$ cat config.mk
export PLATFORM = sky130hd
export DESIGN_NAME = mem_bus_arbiter
export DESIGN_NICKNAME = d
export VERILOG_FILES = /design/src/rtl/mem_bus_pkg.sv /design/src/rtl/mem_bus_timeout.sv /design/src/rtl/mem_bus_arbiter.sv
export SDC_FILE = /design/constraint.sdc
export NUM_CORES = 1
export LEC_CHECK = 0
export CORE_MARGIN = 2
export CORE_UTILIZATION = 35
export CTS_BUF_LIST = sky130_fd_sc_hd__clkbuf_8
export DETAILED_ROUTE_END_ITERATION = 10
export MAX_ROUTING_LAYER = met4
export PLACE_DENSITY = 0.78
export SLEW_MARGIN = 10
export SYNTH_ARGS = -nofsm -noshare
export SYNTH_HDL_FRONTEND = slang
export SYNTH_SLANG_ARGS = --single-unit
$ cat constraint.sdc
create_clock -name clk -period 5.65 [get_ports clk]
set_input_delay 1.4125 -clock clk [delete_from_list [all_inputs] [get_ports clk]]
set_output_delay 1.4125 -clock clk [all_outputs]
set_load 0.03 [all_outputs]
$ cat src/rtl/mem_bus_pkg.sv
// rtl/mem_bus_pkg.sv - shared types for the fetch/data memory bus arbiter
package mem_bus_pkg;

  typedef enum logic [1:0] {IDLE, BUS_I, BUS_D} arb_state_t;
  typedef enum logic {INSTR, DATA} grant_t;

  localparam logic [3:0] BE_ALL = 4'b1111;

endpackage

$ cat src/rtl/mem_bus_timeout.sv
// rtl/mem_bus_timeout.sv - loadable wait counter that flags the last allowed stall cycle
module mem_bus_timeout #(
  parameter int TIMEOUT_CYCLES = 1024,
  parameter int TIMEOUT_W      = 11
) (
  input  logic                 clk,
  input  logic                 reset,
  input  logic                 clear,
  input  logic                 load,
  input  logic [TIMEOUT_W-1:0] load_value,
  input  logic                 enable,
  output logic                 expire
);

  localparam logic [TIMEOUT_W-1:0] LAST = TIMEOUT_W'(TIMEOUT_CYCLES - 1);

  logic [TIMEOUT_W-1:0] count_q, count_d;

  always_comb begin
    count_d = count_q;
    if (clear) begin
      count_d = '0;
    end else if (load) begin
      count_d = load_value;
    end else if (enable) begin
      count_d = count_q + 1'b1;
    end
  end

  always_ff @(posedge clk or posedge reset) begin
    if (reset) begin
      count_q <= '0;
    end else begin
      count_q <= count_d;
    end
  end

  // Expiry only counts while still stalled, so a clean finish on the last cycle wins.
  assign expire = enable && (count_q == LAST);

endmodule

$ cat src/rtl/mem_bus_arbiter.sv
// rtl/mem_bus_arbiter.sv - round-robin arbiter sharing one memory port between fetch and data masters
module mem_bus_arbiter
  import mem_bus_pkg::*;
#(
  parameter int TIMEOUT_CYCLES = 1024,
  parameter int TIMEOUT_W      = 11
) (
  input  logic        clk,
  input  logic        reset,
  input  logic [31:0] i_address,
  input  logic        i_read,
  output logic        i_waitrequest,
  output logic [31:0] i_readdata,
  input  logic [31:0] d_address,
  input  logic        d_read,
  input  logic        d_write,
  input  logic [31:0] d_writedata,
  input  logic [3:0]  d_byteenable,
  output logic        d_waitrequest,
  output logic [31:0] d_readdata,
  output logic [31:0] mem_address,
  output logic        mem_read,
  output logic        mem_write,
  output logic [31:0] mem_writedata,
  output logic [3:0]  mem_byteenable,
  input  logic [31:0] mem_readdata,
  input  logic        mem_waitrequest,
  output logic        bus_error
);

  arb_state_t  state_q, state_d;
  grant_t      last_grant_q, last_grant_d;
  logic [31:0] mem_address_q, mem_address_d;
  logic        mem_read_q, mem_read_d;
  logic        mem_write_q, mem_write_d;
  logic [31:0] mem_writedata_q, mem_writedata_d;
  logic [3:0]  mem_byteenable_q, mem_byteenable_d;
  logic        bus_error_q, bus_error_d;

  logic i_req, d_req, busy, expire, done, grant_any;

  assign i_req     = i_read;
  assign d_req     = d_read | d_write;
  assign busy      = (state_q != IDLE);
  assign grant_any = !busy && (i_req || d_req);
  assign done      = busy && (((mem_read_q || mem_write_q) && !mem_waitrequest) || expire);

  mem_bus_timeout #(
    .TIMEOUT_CYCLES (TIMEOUT_CYCLES),
    .TIMEOUT_W      (TIMEOUT_W)
  ) u_timeout (
    .clk        (clk),
    .reset      (reset),
    .clear      (done),
    .load       (grant_any),
    .load_value ({TIMEOUT_W{1'b0}}),
    .enable     (busy && mem_waitrequest),
    .expire     (expire)
  );

  always_comb begin
    state_d          = state_q;
    last_grant_d     = last_grant_q;
    mem_address_d    = mem_address_q;
    mem_read_d       = mem_read_q;
    mem_write_d      = mem_write_q;
    mem_writedata_d  = mem_writedata_q;
    mem_byteenable_d = mem_byteenable_q;
    bus_error_d      = bus_error_q;

    case (state_q)
      IDLE: begin
        // On a tie the port that did not win last time goes first.
        if (i_req && (!d_req || last_grant_q == DATA)) begin
          state_d          = BUS_I;
          last_grant_d     = INSTR;
          mem_address_d    = i_address;
          mem_read_d       = 1'b1;
          mem_write_d      = 1'b0;
          mem_writedata_d  = '0;
          mem_byteenable_d = BE_ALL;
        end else if (d_req) begin
          state_d          = BUS_D;
          last_grant_d     = DATA;
          mem_address_d    = d_address;
          mem_write_d      = d_write;
          mem_read_d       = d_read && !d_write;
          mem_writedata_d  = d_writedata;
          mem_byteenable_d = d_byteenable;
        end
      end
      BUS_I, BUS_D: begin
        if (done) begin
          state_d     = IDLE;
          mem_read_d  = 1'b0;
          mem_write_d = 1'b0;
          if (expire) begin
            bus_error_d = 1'b1;
          end
        end
      end
      default: state_d = IDLE;
    endcase
  end

  always_ff @(posedge clk or posedge reset) begin
    if (reset) begin
      state_q          <= IDLE;
      last_grant_q     <= INSTR;
      mem_address_q    <= '0;
      mem_read_q       <= 1'b0;
      mem_write_q      <= 1'b0;
      mem_writedata_q  <= '0;
      mem_byteenable_q <= '0;
      bus_error_q      <= 1'b0;
    end else begin
      state_q          <= state_d;
      last_grant_q     <= last_grant_d;
      mem_address_q    <= mem_address_d;
      mem_read_q       <= mem_read_d;
      mem_write_q      <= mem_write_d;
      mem_writedata_q  <= mem_writedata_d;
      mem_byteenable_q <= mem_byteenable_d;
      bus_error_q      <= bus_error_d;
    end
  end

  assign i_waitrequest  = i_req && !((state_q == BUS_I) && done);
  assign d_waitrequest  = d_req && !((state_q == BUS_D) && done);
  // An aborted transaction returns zero rather than whatever the stalled memory drives.
  assign i_readdata     = expire ? 32'h0 : mem_readdata;
  assign d_readdata     = expire ? 32'h0 : mem_readdata;

  assign mem_address    = mem_address_q;
  assign mem_read       = mem_read_q;
  assign mem_write      = mem_write_q;
  assign mem_writedata  = mem_writedata_q;
  assign mem_byteenable = mem_byteenable_q;
  assign bus_error      = bus_error_q;

endmodule

==> run_1/met1.png <==
Cells faint in the background.
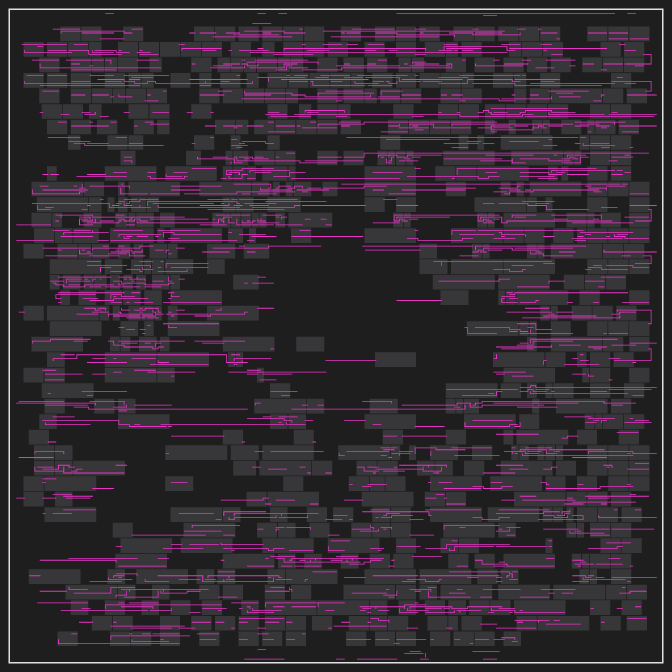
nets with wire on the layer: 662
main direction: horizontal
longest straight run: 49.9 um
share of all routed wire: 43%
wire length on this layer: 5,740 um
vias after detailed routing: 3,726
drt total wl: 13.4 mm
met1 track demand over resource in global routing: 25.3%

==> run_1/met2.png <==
Bar = 20 um.
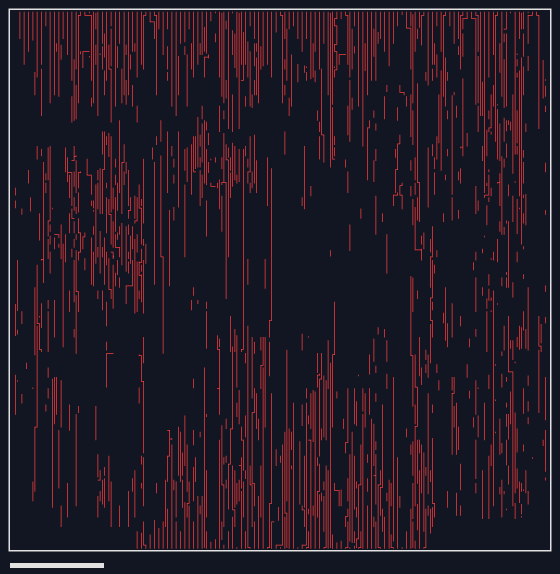
main direction: vertical
share of all routed wire: 49%
nets with wire on the layer: 677
Global Route met2 Usage: 32.1%

==> run_1/met3.png <==
Bar = 20 um.
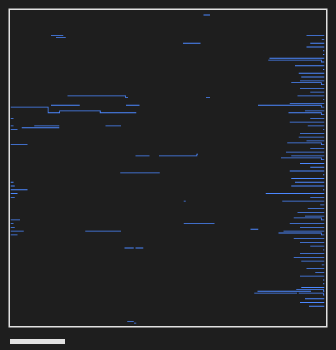
main direction: horizontal
longest straight run: 22.8 um
share of all routed wire: 6.5%
nets with wire on the layer: 101

==> run summary, run 1 <==
The synthesis and place-and-route flow finished, so here is a summary.

The die outline width is 114 um. The share of async-settable or async-resettable flops after synthesis is 100%. The synthesized-area fraction occupied by and/or/nand/nor cells came out at about an eighth.

Registers represent a cell area share of between 30% and 40%. The sum of negative setup slack is 0 ps. According to the tapcell log, the count of inserted taps is 147. Signal routing reaches up to met4. The flip-flop and latch count came out at ~85. The power of the sequential group is approximately 1.0 mW. By count the netlist is led by sky130_fd_sc_hd__dfrtp_1 (85), sky130_fd_sc_hd__nand2_1 (38), sky130_fd_sc_hd__buf_4 (34). The setup check on the worst reg-to-reg path leaves a slack of 3200 ps. For reference, the mux area share after synthesis is under 10%. The HPWL after detailed placement is about 10 mm. The number of synthesized register bits came out at 85. The share of total power dissipated in the clock network is roughly 15%. Setup repair after global routing left no endpoint under its margin. The final design utilization is about three fifths.

Per report_power, the combinational group accounts for 55.3% of the total. The number of cell instances on the worst register-to-register path is 5. The total power density per cell area came out at ~470 mW/mm^2.

The flow ran to the end, and the final reports show no timing, DRC or antenna violations. STA classifies the critical path startpoint as an input port. The area growth from synthesis to final layout came out at 65.0%. The layout report lists the multi-input gate area as about 0.0017 mm^2.

The global routing's busiest layer is met2. The number of warnings the tools reported came out at 28. After routing the design area is between 0.007 and 0.008 mm^2. The number of cells in Yosys stat is around 390. The setup path with the least slack is of type in2out. The capture point of the critical path is d_readdata[22]. The total iterations of the first detailed-routing run is 4. The post-placement cell area came out at around 0.0068 mm^2. The clock network contribution to total cell area is ~3.3%.

The cell family contributing the most delay on the critical path is buffers and inverters. The area share of xor/xnor cells in the synthesized design came out at 2.05%. The top cell types in the final layout, fill and taps aside, are sky130_fd_sc_hd__clkdlybuf4s50_1 (274), sky130_fd_sc_hd__dfrtp_1 (85), sky130_fd_sc_hd__nand2_1 (38). The depth of the critical timing path with buffers and inverters included is 6. The number of nets with antenna violations after routing is 0. The sum of routed wire segments on met1 is ~5.7 mm. The critical-path maximum fanout is 32. According to the floorplan report, the die height is approximately 110 um. The synthesized net count came out at 536.

For the worst reg-to-reg path, the endpoint reported by OpenROAD is mem_writedata[21]. The share of the synthesized area in the top cell type is about half. The number of inserted diodes came out at 0. The fill cell instance count of the final layout came out at between 1,000 and 1,500. OpenSTA lists the critical path startpoint as mem_waitrequest. The maximum clock frequency is 0.199 GHz. Before any placement, the netlist area is recorded as roughly 0.0043 mm^2.

The register area came out at approximately 0.0021 mm^2. The detailed router's first-iteration violation count came out at ~160. The core region is around 0.012 mm^2. The static leakage came out at 3.05 nW. The final-layout non-clock buffer area share came out at a little under 40%.

The total of warnings raised by yosys is 0. The routed design shows a wire length per standard cell of between 15 and 20 um.
==> run 2, diff against run 1 <==
- ABC_CLOCK_PERIOD_IN_PS: not set -> 5650
==> run_2/met1.png <==
Cells faint in the background.
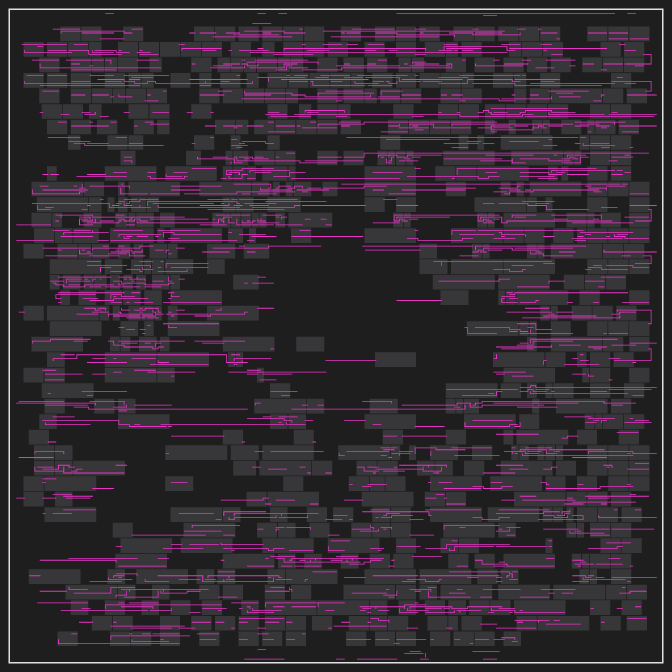
main direction: horizontal
wire length on this layer: 5,740 um
nets with wire on the layer: 662

==> run_2/met3.png <==
Bar = 20 um.
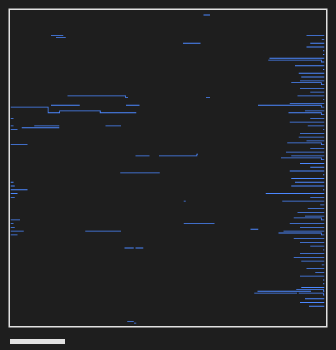
wire length on this layer: 862 um
main direction: horizontal
share of all routed wire: 6.5%

==> run_2/met4.png <==
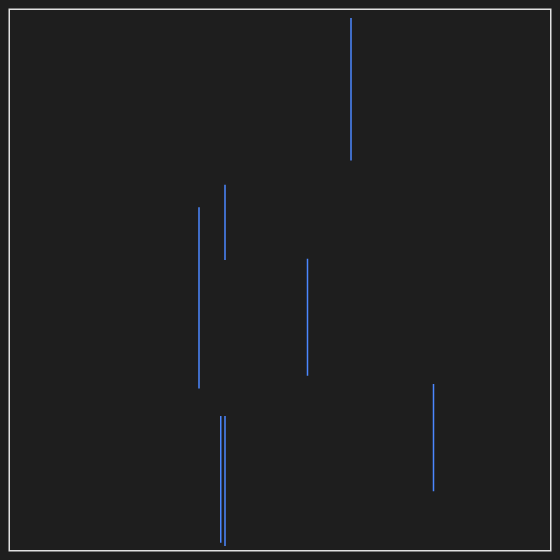
main direction: vertical
share of all routed wire: 1.4%
longest straight run: 38.1 um
wire length on this layer: 184 um
nets with wire on the layer: 6

==> run 2 against run 1 <==
  * Combinational power barely moved
  * Largest cell class unchanged
  * Non-clock buffer count did not move
  * Hold slack stayed put
  * Sequential power barely moved
  * Cell count is the same
  * Clock skew is the same
  * Critical endpoint unchanged
  * Design area stayed put
  * Worst setup slack unchanged
==> run summary, run 2 <==
The synthesis and place-and-route flow finished, so here is a summary.

The routing usage on met1 came out at 25.3% (unchanged). The die outline width came to 114 um (unchanged). The area share of xor/xnor cells in the synthesized design came out at 2.05% (unchanged). The final design utilization is 58.8% (unchanged). The total power density per cell area is 473 mW/mm^2 (unchanged).

STA lists the endpoint of the worst register-to-register path as mem_writedata[21]. The detailed-route via count is 3,726 (unchanged). The final routed wirelength across all metal layers is 13.4 mm (unchanged). The average wire per cell in the routed design is 17.2 um (unchanged). The number of inserted diodes came out at 0 (unchanged).

After detailed routing, no signal wire sits above met4. The share of async-settable or async-resettable flops after synthesis was 100% (unchanged). The area growth from synthesis to final layout is 65.0% (unchanged).

The total iterations of the first detailed-routing run came out at 4 (unchanged). The synthesized net count is 536 (unchanged). The number of cells in Yosys stat came to 394 (unchanged). Setup repair after global routing left no endpoint under its margin. The worst setup path is launched from an input port. The placeable core area came out at 0.0120 mm^2 (unchanged). The synthesized-area fraction occupied by and/or/nand/nor cells came out at 13.2% (unchanged). The static leakage came out at 3.05 nW (unchanged).

The maximum clock frequency was 0.199 GHz (unchanged). The mux share of post-synthesis cell area is 7.75% (unchanged). The combinational cell area excluding buffers and inverters came out at 0.00168 mm^2 (unchanged). Per STA, the endpoint of the critical path is d_readdata[22]. The clock group share of total power was 14.6% (about the same). The total of warnings raised by yosys came out at 0 (unchanged).

The total non-filler cell area in the finished layout is 0.00704 mm^2 (unchanged). The number of cell instances on the worst register-to-register path is 5 (unchanged). Looking at the setup timing report, the critical path kind is in2out. The flip-flop and latch count came out at 85 (unchanged). The power of the sequential group is 1.00 mW (about the same). The height of the die came out at 114 um (unchanged). On the critical path the largest part of the delay comes from buffers and inverters. The flop share of the area is 30.2% (unchanged). The flow ran to the end, and the final reports show no timing, DRC or antenna violations. The sum of negative setup slack is 0 ps (unchanged). By count the netlist is led by sky130_fd_sc_hd__dfrtp_1 (85), sky130_fd_sc_hd__nand2_1 (38), sky130_fd_sc_hd__buf_4 (34).
Power figures rest on the tool's default switching activity, not on a simulated workload.
